File: src/rtl/rx_interrupt_pkg.sv
// Shared types and constants for the multi-channel Rx interrupt moderator.
// Holds the FSM encoding, MSI vector width and channel-count limits.
package rx_interrupt_pkg;

  localparam int MSI_W  = 8;
  localparam int MAX_CH = 8;

  typedef enum logic [1:0] {
    ST_IDLE    = 2'd0,
    ST_ASSERT  = 2'd1,
    ST_HOLDOFF = 2'd2
  } state_t;

  function automatic int idx_w(input int n);
    return (n > 1) ? $clog2(n) : 1;
  endfunction

endpackage

File: src/rtl/rx_interrupt_moderator_rr_arbiter.sv
// Round-robin arbiter: search starts at the channel after the last grant.
// The pointer only moves when the caller accepts the grant.
module rr_arbiter
  import rx_interrupt_pkg::*;
#(
  parameter  int NUM_CH = 2,
  localparam int IDX_W  = idx_w(NUM_CH)
) (
  input  logic              clk,
  input  logic              reset_n,
  input  logic [NUM_CH-1:0] i_req,
  input  logic              i_adv,
  output logic [NUM_CH-1:0] o_gnt,
  output logic [IDX_W-1:0]  o_idx,
  output logic              o_any
);

  logic [IDX_W-1:0] r_ptr;
  logic [IDX_W-1:0] w_j;

  // pick the first requester at or after the pointer, wrapping around
  always_comb begin
    o_gnt = '0;
    o_idx = '0;
    o_any = 1'b0;
    w_j   = '0;
    for (int k = 0; k < NUM_CH; k++) begin
      w_j = (int'(r_ptr) + k >= NUM_CH)
          ? IDX_W'(int'(r_ptr) + k - NUM_CH)
          : IDX_W'(int'(r_ptr) + k);
      if (!o_any && i_req[w_j]) begin
        o_any      = 1'b1;
        o_gnt[w_j] = 1'b1;
        o_idx      = w_j;
      end
    end
  end

  // move the pointer past the channel just granted
  always_ff @(posedge clk or negedge reset_n) begin
    if (!reset_n) begin
      r_ptr <= '0;
    end else if (i_adv && o_any) begin
      r_ptr <= (o_idx == IDX_W'(NUM_CH - 1)) ? '0 : o_idx + 1'b1;
    end
  end

endmodule

File: src/rtl/rx_interrupt_moderator.sv
// Coalesces per-channel Rx events and raises one MSI per eligible channel.
// Grants are round-robin; a global holdoff spaces consecutive interrupts.
module rx_interrupt_moderator
  import rx_interrupt_pkg::*;
#(
  parameter int NUM_CH = 2,
  parameter int CNT_W  = 16,
  parameter int TMR_W  = 32
) (
  input  logic              clk,
  input  logic              reset_n,
  input  logic [NUM_CH-1:0] evt,
  input  logic [NUM_CH-1:0] act_async,
  input  logic [NUM_CH-1:0] ch_ready,
  input  logic [NUM_CH-1:0] ch_irq_en,
  input  logic              interrupts_enabled,
  input  logic [CNT_W-1:0]  evt_threshold,
  input  logic [TMR_W-1:0]  max_age,
  input  logic [TMR_W-1:0]  interrupt_period,
  output logic              cfg_interrupt_n,
  input  logic              cfg_interrupt_rdy_n,
  output logic [MSI_W-1:0]  cfg_interrupt_di,
  output logic [31:0]       irq_count
);

  localparam int IDX_W = idx_w(NUM_CH);

  logic [NUM_CH-1:0] r_sync1, r_sync2, r_sync3;
  logic [NUM_CH-1:0] r_ready;
  logic [NUM_CH-1:0] w_rise, w_ev, w_en;
  logic [NUM_CH-1:0] w_elig, w_clr, w_gnt;
  logic [CNT_W-1:0]  w_thr;
  logic [IDX_W-1:0]  w_idx;
  logic              w_any;

  state_t            r_state, w_state_nxt;
  logic              w_grant, w_ack;
  logic              r_int_n;
  logic [MSI_W-1:0]  r_di;
  logic [31:0]       r_irq_cnt;
  logic [TMR_W-1:0]  r_hcnt, r_period;

  assign w_rise = r_sync2 & ~r_sync3;
  assign w_ev   = evt | w_rise;
  assign w_thr  = (evt_threshold == '0) ? CNT_W'(1) : evt_threshold;
  assign w_clr  = w_grant ? w_gnt : '0;

  // activity synchroniser, edge-detect history and buffer-ready register
  always_ff @(posedge clk or negedge reset_n) begin
    if (!reset_n) begin
      r_sync1 <= '0;
      r_sync2 <= '0;
      r_sync3 <= '0;
      r_ready <= '0;
    end else begin
      r_sync1 <= act_async;
      r_sync2 <= r_sync1;
      r_sync3 <= r_sync2;
      r_ready <= ch_ready;
    end
  end

  for (genvar g = 0; g < NUM_CH; g++) begin : g_ch
    logic             r_pend;
    logic [CNT_W-1:0] r_cnt;
    logic [TMR_W-1:0] r_age;

    assign w_en[g]   = ch_irq_en[g] & interrupts_enabled;
    assign w_elig[g] = r_pend & r_ready[g] & w_en[g]
                     & ((r_cnt >= w_thr) | (r_age >= max_age));

    // pending/count/age; a grant clears old content but keeps a new event
    always_ff @(posedge clk or negedge reset_n) begin
      if (!reset_n) begin
        r_pend <= 1'b0;
        r_cnt  <= '0;
        r_age  <= '0;
      end else if (!w_en[g]) begin
        r_pend <= 1'b0;
        r_cnt  <= '0;
        r_age  <= '0;
      end else if (w_clr[g]) begin
        r_pend <= w_ev[g];
        r_cnt  <= w_ev[g] ? CNT_W'(1) : '0;
        r_age  <= '0;
      end else begin
        if (w_ev[g]) begin
          r_pend <= 1'b1;
          if (r_cnt != '1) r_cnt <= r_cnt + 1'b1;
        end
        if (!r_pend) r_age <= '0;
        else if (r_age != '1) r_age <= r_age + 1'b1;
      end
    end
  end

  rr_arbiter #(
    .NUM_CH (NUM_CH)
  ) u_arb (
    .clk     (clk),
    .reset_n (reset_n),
    .i_req   (w_elig),
    .i_adv   (w_grant),
    .o_gnt   (w_gnt),
    .o_idx   (w_idx),
    .o_any   (w_any)
  );

  // FSM state register
  always_ff @(posedge clk or negedge reset_n) begin
    if (!reset_n) r_state <= ST_IDLE;
    else          r_state <= w_state_nxt;
  end

  // next state plus grant/acknowledge strobes
  always_comb begin
    w_state_nxt = r_state;
    w_grant     = 1'b0;
    w_ack       = 1'b0;
    unique case (r_state)
      ST_IDLE: begin
        if (w_any) begin
          w_grant     = 1'b1;
          w_state_nxt = ST_ASSERT;
        end
      end
      ST_ASSERT: begin
        if (!cfg_interrupt_rdy_n) begin
          w_ack       = 1'b1;
          w_state_nxt = ST_HOLDOFF;
        end
      end
      ST_HOLDOFF: begin
        if (r_hcnt == r_period) w_state_nxt = ST_IDLE;
      end
      default: w_state_nxt = ST_IDLE;
    endcase
  end

  // request/vector outputs, interrupt counter and holdoff timer
  always_ff @(posedge clk or negedge reset_n) begin
    if (!reset_n) begin
      r_int_n   <= 1'b1;
      r_di      <= '0;
      r_irq_cnt <= '0;
      r_hcnt    <= '0;
      r_period  <= '0;
    end else begin
      if (w_grant) begin
        r_int_n <= 1'b0;
        r_di    <= MSI_W'(w_idx);
      end
      if (w_ack) begin
        r_int_n   <= 1'b1;
        r_irq_cnt <= r_irq_cnt + 32'd1;
        r_hcnt    <= '0;
        r_period  <= interrupt_period;
      end else if (r_state == ST_HOLDOFF) begin
        r_hcnt <= r_hcnt + 1'b1;
      end
    end
  end

  assign cfg_interrupt_n  = r_int_n;
  assign cfg_interrupt_di = r_di;
  assign irq_count        = r_irq_cnt;

endmodule

File: config.mk
export PLATFORM = sky130hd
export DESIGN_NAME = rx_interrupt_moderator
export DESIGN_NICKNAME = d
export VERILOG_FILES = /design/src/rtl/rx_interrupt_pkg.sv /design/src/rtl/rx_interrupt_moderator_rr_arbiter.sv /design/src/rtl/rx_interrupt_moderator.sv
export SDC_FILE = /design/constraint.sdc
export NUM_CORES = 1
export LEC_CHECK = 0
export CORE_MARGIN = 5
export CORE_UTILIZATION = 62
export CTS_CLUSTER_DIAMETER = 60
export CTS_CLUSTER_SIZE = 30
export DETAILED_ROUTE_END_ITERATION = 8
export MAX_ROUTING_LAYER = met4
export PLACE_DENSITY = 0.9
export SETUP_SLACK_MARGIN = 0.4
export SYNTH_ARGS = -nofsm -noshare
export SYNTH_HDL_FRONTEND = slang
export SYNTH_SLANG_ARGS = --single-unit
export TNS_END_PERCENT = 50
File: constraint.sdc
create_clock -name clk -period 5.5 [get_ports clk]
set_clock_uncertainty 0.2 [all_clocks]
set_input_delay 1.1 -clock clk [delete_from_list [all_inputs] [get_ports clk]]
set_output_delay 1.1 -clock clk [all_outputs]
set_load 0.005 [all_outputs]
### Placed cells, one colour a class, run 1

(2 px per µm) Fill, decap, tap and diode cells in grey.
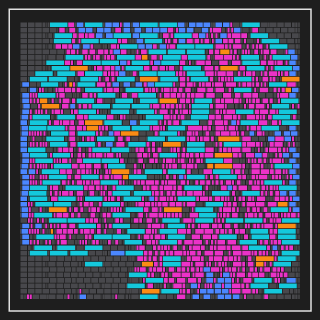
- registers: cyan (cells 207; share of their area 37%)
- clock drivers and dummy loads: orange (cells 30; share of their area 4.2%)
- remaining buffers and delay cells: blue (cells 135; share of their area 9.6%)
- remaining logic cells: magenta (cells 1101; share of their area 49%)
core utilization of the finished layout: 0.735
area of all placed cells without fillers: 0.0143 mm²
# rows: 51

### Pin map, run 1

(2 px per µm) Pins as bars across the die edge, other pins in grey.
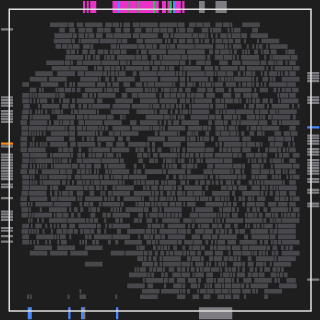
- evt: green (pins 2; direction input; edge north)
- cfg_interrupt_di: blue (pins 8; direction output; edge 5 south, 2 north, 1 east)
- irq_count: magenta (pins 32; direction output; edge north)
- cfg_interrupt_rdy_n: orange (pins 1; direction input; edge west)
- all pins by edge: 48 north, 33 west, 28 east, 24 south
port bufs: 125
DIE HEIGHT: 150 µm
Die Span X: 150 µm

### Clock network drawn from the DEF, run 1

(4 px per µm)
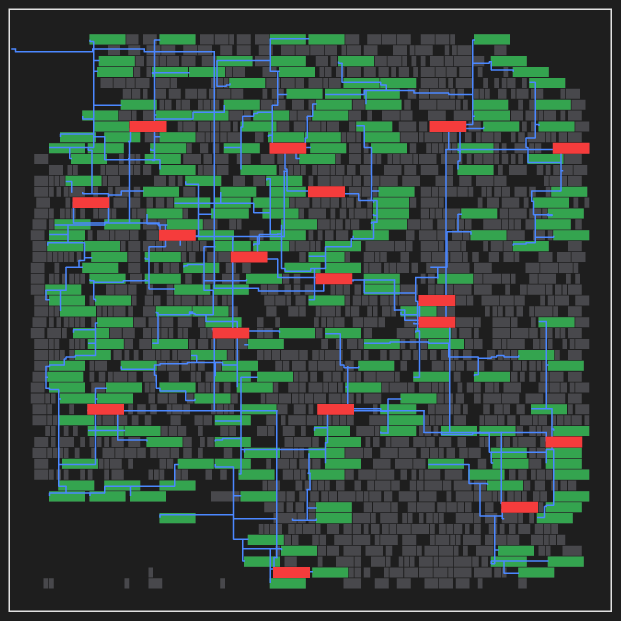
- clock wires: blue (length 2400 µm)
- clock-net drivers: red (count 17)
- flip-flops: green (count 207)
- flops lie: widely spread
proportion of power drawn by the clock network: 0.424
clock latency of the later-clocked register in the worst-skew pair: 0.50 ns
clock network power: 1.27 mW

run 1: layer usage:
metal	track usage	up-vias	share of wire
li1	-	4958	-
met1	0.360	4944	0.42
met2	0.470	386	0.49
met3	0.0355	86	0.055
met4	0.102	0	0.034
met5	-	-	0
run 1: final cells by class:
| type | count | area share |
|---|---|---|
| multi-input combinational | 1034 | 0.461 |
| sequential | 207 | 0.363 |
| timing repair buffer | 135 | 0.0941 |
| clock buffer | 20 | 0.0320 |
| tap | 265 | 0.0232 |
| inverter | 67 | 0.0176 |
| clock inverter | 10 | 0.00877 |
run 1: per-stage QoR:
step / setup slack (ns) / util / area [µm²] / instances / hold WS [ns]
after floorplan: 1.38 / - / 12200 / 1352 / 0.131
after global placement: 0.467 / 0.705 / 13700 / 1708 / 0.134
after detailed placement: 0.305 / 0.705 / 13700 / 1708 / 0.148
after CTS: 0.794 / 0.735 / 14300 / 1738 / 0.163
after global routing: 0.468 / 0.735 / 14300 / 1738 / 0.161
final: 0.710 / 0.735 / 14300 / 1738 / 0.158
run 1: kinds of logic (layout without fill, tap and decap cells):
logic type                 Yosys count  count (layout)  share of synthesized area
muxes                               14              14                     0.0115
other                                1               7                   0.000308
xor gates and xnor gates           124             124                     0.0892
and+or+nand+nor                    581             581                      0.229
AOI/OAI and AO/OA                  206             206                      0.103
DFF                                207             207                      0.425
buffers and inverters              111             232                     0.0370
adders and majority gates          102             102                      0.105
run 1: placed cells by master (no fill, tap or decap), types with 14 or more instances in the layout:
cell and instances:
sky130_fd_sc_hd__or3_1 21, sky130_fd_sc_hd__nand3_1 69, sky130_fd_sc_hd__nor4_1 20, sky130_fd_sc_hd__clkdlybuf4s50_1 124, sky130_fd_sc_hd__xnor2_1 39, sky130_fd_sc_hd__ha_1 102, sky130_fd_sc_hd__nor2_1 94, sky130_fd_sc_hd__xor2_1 85
sky130_fd_sc_hd__dfrtp_1 206, sky130_fd_sc_hd__nor3_1 18, sky130_fd_sc_hd__a21oi_1 75, sky130_fd_sc_hd__and3_1 32, sky130_fd_sc_hd__nand4_1 54, sky130_fd_sc_hd__mux2i_1 14, sky130_fd_sc_hd__o21ai_0 69, sky130_fd_sc_hd__clkbuf_16 17
sky130_fd_sc_hd__inv_1 67, sky130_fd_sc_hd__nand2_1 223
run 1: sequential cells by signal, indices dropped and copies added, names as in the netlist:
register,cells
g_ch.r_pend,2
r_sync1,2
irq_count,32
cfg_interrupt_di,1
g_ch.r_age,64
r_sync2,2
r_ready,2
r_hcnt,32
r_period,32
u_arb.r_ptr,1
r_state,2
r_sync3,2
cfg_interrupt_n,1
g_ch.r_cnt,32
run 1: where the power goes:
part	internal [mW]	total (mW)	switching, mW
combinational	0.0884	0.193	0.104
sequential	1.53	1.53	0.00584
clock	0.669	1.27	0.599
run 1: worst max path at each step:
stage,to,slack (ns)
finish,g_ch[1].r_age[15],0.71
global route,g_ch[1].r_age[9],0.47
CTS,g_ch[1].r_age[19],0.79
detailed placement,g_ch[1].r_age[15],0.30
global placement,g_ch[1].r_age[9],0.47
floorplan,g_ch[1].r_age[27],1.38
==> ci_impl_report.md, run 1 <==
## Synthesis and layout report

| Metric | Value |
|---|---|
| Status | finished, final reports clean |
| Hold path endpoint | r_sync2[0] |
| Design Power | approximately 3 mW |
| Post-synth top area share | 0.423 |
| Post-cts sizing count | 0 |
| Portion of the post-synthesis area used by sequential elements | 0.425 |
| Family of cells with the greatest summed delay on the critical path | AND-OR/OR-AND gates |
| Number of setup buffers added after CTS | 0 |
| Clock slew seen by the registers of the worst setup and hold paths | around 0.080 ns |
| Area occupied by registers | roughly 0.0052 mm² |
| Post-synthesis cell type count | a little over 60 |
| Post-Route Setup TNS | 0 ns |
| #FFs+latches synth | 207 |
| Worst reg-to-reg path cell count | 10 |
| Slew @ Worst Pin | about 1.0 ns |
| Element type at the critical path end | register |
| Critical-path cell with the highest stage delay | sky130_fd_sc_hd__a2111oi_2 |
| Number of stages on the worst hold path | 0 |
| Hold Startpoint | r_sync1[0] |
| CTS tree | done |
| Endpoint of the worst register-to-register path | g_ch[0].r_age[17] |
| Number of synthesis warnings | 0 |
| Category of the critical setup timing path | in -> reg |
| Inserted Clock Buffers | 17 |
| Antenna violations before repair | 0 |
| Yosys stat chip area | around 0.012 mm² |
| Period utilization | 0.871 |
| Final Critical Period | roughly 4.8 ns |
| Final weighted congestion in routability-driven placement | 0.993 |
| Maximum clock path buffer count | 3 |
| Post-synthesis cell count from yosys | around 1300 |
| PwrDens | approximately 210 mW/mm² |
| Combinational gate area | about 0.0066 mm² |
| Initial Util | 0.628 |
| Fraction of registers with async set or reset after synthesis | 1.00 |
| Cells after synthesis | ~1300 |
| Number of remaining DRC errors | 0 |
| Via count of the first global-routing pass | just over 10000 |
| Overall overflow remaining after global route | 0 |
| Number of detailed-routing iterations run before antenna repair | 7 |
| Share of layout cells above drive strength 1 | 0.0373 |
| Top-level I/O count | about 130 |
| Pleak | roughly 6.6 nW |
### Signal wires on met2, run 1

(2 px per µm) Cells faint in the background.
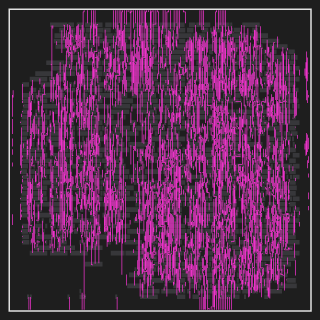

## Run 2: what changed since run 1
- MAX_ROUTING_LAYER: met4 -> default
- PLACE_DENSITY: 0.9 -> 0.89
- SLEW_MARGIN: default -> 20
- SYNTH_HIERARCHICAL: default -> 1
### Signal wires on met2, run 2

(2 px per µm) Cells faint in the background.
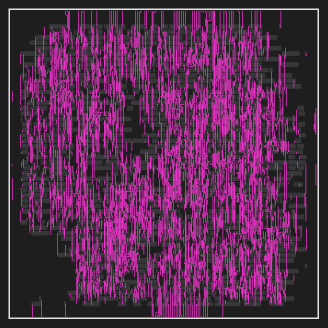
- wire length on this layer: 16200 µm
- nets with wire on the layer: 1486
- share of all routed wire: 48%
- longest straight run: 45.6 µm
- main direction: vertical
met2 global-route usage: 0.463
via total after detailed routing: 11400
final wirelength: 33400 µm

### Pin map, run 2

(2 px per µm) Pins as bars across the die edge, other pins in grey.
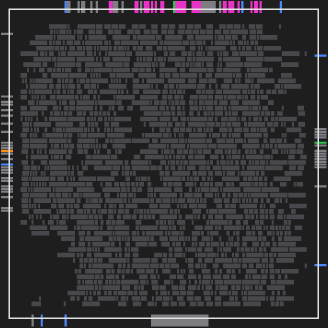
- evt: green (pins 2; direction input; edge 1 north, 1 east)
- irq_count: magenta (pins 32; direction output; edge north)
- cfg_interrupt_rdy_n: orange (pins 1; direction input; edge west)
- cfg_interrupt_di: blue (pins 8; direction output; edge 3 north, 2 east, 2 south, 1 west)
- all pins by edge: 57 north, 34 south, 26 west, 16 east
DIE HEIGHT: 154 µm
Die Span X: 154 µm

==> run 2 against run 1 <==
First-iteration DRC count is 33% higher. Via count is 9.6% higher. Die area is 4.9% higher. Critical path type unchanged.
==> ci_impl_report.md, run 2 <==
## Synthesis and layout report

| Metric | Value |
|---|---|
| Maximum clock path buffer count | 3 (unchanged) |
| Most numerous logic cells after layout | 215 x sky130_fd_sc_hd__nand2_1, 206 x sky130_fd_sc_hd__dfrtp_1, 124 x sky130_fd_sc_hd__clkdlybuf4s50_1, 102 x sky130_fd_sc_hd__ha_1, 83 x sky130_fd_sc_hd__nor2_1 (was 223 x sky130_fd_sc_hd__nand2_1, 206 x sky130_fd_sc_hd__dfrtp_1, 124 x sky130_fd_sc_hd__clkdlybuf4s50_1, 102 x sky130_fd_sc_hd__ha_1, 94 x sky130_fd_sc_hd__nor2_1) |
| Most frequent standard cell in the layout excluding fill and tap cells | sky130_fd_sc_hd__nand2_1 (unchanged) |
| Largest fanout on the critical path | 8 (was 14) |
| Area occupied by registers | 0.00518 mm² (unchanged) |
| Slew @ Worst Pin | 1.03 ns (about the same) |
| Final Critical Period | 4.97 ns (was 4.79 ns) |
| Fillers | 1401 (was 1385) |
| Share of layout cells above drive strength 1 | 0.0610 (was 0.0373) |
| Routed length per instance | 18.5 µm (was 17.5 µm) |
| Period utilization | 0.903 (was 0.871) |
| Post-synthesis cell count from yosys | 1399 (was 1346) |
| Cells after synthesis | 1399 (was 1346) |
| Dpl cells | 1777 (was 1708) |
| Type of the worst min-delay path | reg -> reg (unchanged) |
| WP data required | 5.72 ns (was 5.70 ns) |
| Combinational gate area | 0.00726 mm² (was 0.00657 mm²) |
| Flip-flop count of the largest register after layout | 64 (unchanged) |
| Count of warning messages emitted by the tools | 28 (unchanged) |
| CTS tree | done (unchanged) |
| Total number of H-tree levels | 1 (unchanged) |
| Layout Area Growth over Synthesis | 18.0% (was 17.1%) |
| Initial Util | 0.631 (was 0.628) |
| Worst hold margin | 0.159 ns (was 0.158 ns) |
| Total die size | 0.0236 mm² (was 0.0225 mm²) |
| Post-route ant nets | 0 (unchanged) |
| Element type at the critical path end | register (unchanged) |
| Number of synthesis warnings | 6 (was 0) |
| Placeable core region | 0.0203 mm² (was 0.0194 mm²) |
| Antenna fix cells | 0 (unchanged) |
| Core utilization of the finished layout | 0.745 (was 0.735) |
| Post-synth top area share | 0.402 (was 0.423) |
| #FFs+latches synth | 207 (unchanged) |
| Number of maximum-capacitance violations | 0 (unchanged) |
| Inserted Clock Buffers | 17 (unchanged) |
| Status | finished, final reports clean (unchanged) |
| Fraction of registers with async set or reset after synthesis | 1.00 (unchanged) |
| Area of all placed cells without fillers | 0.0151 mm² (was 0.0143 mm²) |
| Count of library flops with an enable pin | 0 (unchanged) |
| Max VDD drop | 0.221 mV (was 0.207 mV) |
| Post-synthesis cell type count | 72 (was 62) |
| Design Power | 3.07 mW (was 2.99 mW) |
| Overall overflow remaining after global route | 0 (unchanged) |
| Final setup viols | 0 (unchanged) |
| Synth top cells by count | 216 x sky130_fd_sc_hd__nand2_1, 206 x sky130_fd_sc_hd__dfrtp_1, 102 x sky130_fd_sc_hd__ha_1 (was 223 x sky130_fd_sc_hd__nand2_1, 206 x sky130_fd_sc_hd__dfrtp_1, 102 x sky130_fd_sc_hd__ha_1) |
| Initial DRC count | 931 (was 701) |
| Portion of the post-synthesis area used by sequential elements | 0.404 (was 0.425) |
| Final-report hold violation count | 0 (unchanged) |
| Worst rel slew slack | 0.310 (was 0.311) |
| Maximum number of pins on one net before global-route repair | 117 (was 121) |
| Port bufs | 125 (unchanged) |
| # rows | 52 (was 51) |
| Cells taking the most area after synthesis | sky130_fd_sc_hd__dfrtp_1 40%, sky130_fd_sc_hd__ha_1 10%, sky130_fd_sc_hd__nand2_1 6.3%, sky130_fd_sc_hd__xnor2_1 3.8%, sky130_fd_sc_hd__xor2_1 2.9% (was sky130_fd_sc_hd__dfrtp_1 42%, sky130_fd_sc_hd__ha_1 10%, sky130_fd_sc_hd__nand2_1 6.9%, sky130_fd_sc_hd__xor2_1 6.1%, sky130_fd_sc_hd__a21oi_1 3.1%) |
| Element type at the critical path start | input port (unchanged) |
| Register name with the most flops | g_ch.r_age (unchanged) |
| PwrDens | 203 mW/mm² (was 210 mW/mm²) |
| Syn avg cell area | 9.16 µm² (was 9.05 µm²) |
| Via count of the first global-routing pass | 11200 (was 10400) |
| Pleak | 6.82 nW (was 6.63 nW) |
| Vias per std cell | 6.28 (was 5.97) |
| Cell accounting for the most synthesized area | sky130_fd_sc_hd__dfrtp_1 (unchanged) |
| Total track usage | 0.277 (was 0.283) |
| Unrepaired setup endpoints after global routing | no (unchanged) |
| Number of cells in the finished layout apart from fillers | 1810 (was 1738) |
| Root buffer cell | sky130_fd_sc_hd__clkbuf_16 (unchanged) |
| Synth Cell Area | 0.0128 mm² (was 0.0122 mm²) |
| Number of clock sinks | 207 (unchanged) |
| Number of detailed-routing iterations run before antenna repair | 5 (was 7) |
| Max Transition Viols Final | 0 (unchanged) |
| Arrival time of the worst setup path | 5.19 ns (was 4.99 ns) |
| Clock latency of the later-clocked register in the worst-skew pair | 0.51 ns (was 0.50 ns) |
| Final weighted congestion in routability-driven placement | 0.966 (was 0.993) |
| Category of the critical setup timing path | in -> reg (unchanged) |
| F_max | 201 MHz (was 209 MHz) |
| Net count reported at finish | 1723 (was 1656) |
| Number of remaining DRC errors | 0 (unchanged) |
| Post-synth top flop | sky130_fd_sc_hd__dfrtp_1 (unchanged) |
| Top-level I/O count | 133 (unchanged) |
| Wire length of the first global-routing pass | 55300 µm (was 50700 µm) |
| Detail Placement HPWL | 24800 µm (was 22400 µm) |
| Antenna violations before repair | 1 (was 0) |
| Yosys stat chip area | 0.0128 mm² (was 0.0122 mm²) |
| Clock slew seen by the registers of the worst setup and hold paths | 0.08 ns (about the same) |
| Placed inst area | 0.0144 mm² (was 0.0137 mm²) |
| Yosys top cell by instances | sky130_fd_sc_hd__nand2_1 (unchanged) |
[run 2: what timing repair did]
action	in CTS	in global routing
setup buffers	0	3
gates resized	3	9
pin swaps	0	2
hold buffers	0	0
endpoints found under the setup margin	22	19
[run 2: path summary, 6_finish.rpt]
kind | from | endpoint | slack (ns) | depth (start not counted)
worst max-delay path | evt_threshold[8] | g_ch[0].r_age[26] | 0.53 | 16
worst min-delay path | r_sync1[0] | r_sync2[0] | 0.16 | 0
worst max register to register | g_ch[0].r_age[0] | g_ch[1].r_age[28] | 1.21 | 15
worst min register to register | r_sync1[0] | r_sync2[0] | 0.16 | 0
max in group asynchronous | reset_n | cfg_interrupt_n | 3.65 | 2
min in group asynchronous | reset_n | g_ch[1].r_age[2] | 0.46 | 1
[run 2: logic make-up (layout without fill, tap and decap cells)]
| family | count (synthesis) | in the layout | synth area share |
|---|---|---|---|
| mux | 25 | 25 | 0.0196 |
| simple gates | 606 | 606 | 0.248 |
| xor+xnor | 97 | 97 | 0.0663 |
| other cells | 1 | 7 | 0.000293 |
| flops | 207 | 207 | 0.404 |
| compound gates | 245 | 245 | 0.124 |
| buf+inv | 116 | 251 | 0.0381 |
| fa+ha+maj | 102 | 102 | 0.0996 |
[run 2: final cells by class]
| cell class | instances | share of cell area |
|---|---|---|
| clock buffer | 17 | 0.0281 |
| clock inverter | 13 | 0.0120 |
| inverter | 71 | 0.0176 |
| multi-input combinational | 1082 | 0.480 |
| sequential | 207 | 0.343 |
| tap | 270 | 0.0223 |
| timing repair buffer | 150 | 0.0971 |
[run 2: metrics by stage]
stage,setup WS (ns),TNS (ns)
5_1_grt,0.394,0
3_5_place_dp,-0.221,-4.39
3_3_place_gp,0.0408,0
2_1_floorplan,0.882,0
4_1_cts,0.441,0
6_report,0.531,0
[run 2: power by group]
group | switching [mW] | leakage (nW) | total [mW] | internal, mW
Combinational | 0.116 | 3.81 | 0.212 | 0.0967
Sequential | 0.00682 | 2.71 | 1.53 | 1.53
Clock | 0.657 | 0.296 | 1.32 | 0.668
Total | 0.779 | 6.82 | 3.07 | 2.29
[run 2: worst max-delay path, cell delays in order]
cell and delay, ns:
sky130_fd_sc_hd__clkdlybuf4s50_1 0.46, sky130_fd_sc_hd__nor4_4 0.34, sky130_fd_sc_hd__a41o_1 0.25, sky130_fd_sc_hd__ha_1 0.24, sky130_fd_sc_hd__nand2b_1 0.15, sky130_fd_sc_hd__a211oi_1 0.22
sky130_fd_sc_hd__o21bai_1 0.13, sky130_fd_sc_hd__a2111oi_4 0.35, sky130_fd_sc_hd__a31oi_1 0.18, sky130_fd_sc_hd__a21boi_0 0.28, sky130_fd_sc_hd__nand4bb_1 0.29, sky130_fd_sc_hd__nand4_4 0.20
sky130_fd_sc_hd__buf_4 0.14, sky130_fd_sc_hd__nand2_1 0.15, sky130_fd_sc_hd__or4_1 0.53, sky130_fd_sc_hd__a21oi_1 0.15
[run 2: layer usage]
metal	track usage	vias up	wire (µm)
met2	0.463	525	16200
met5	0	-	13
met3	0.0393	107	2260
met1	0.373	5411	13800
met4	0.0950	2	1220
li1	-	5329	-
Power is estimated from default activity; no workload was simulated.
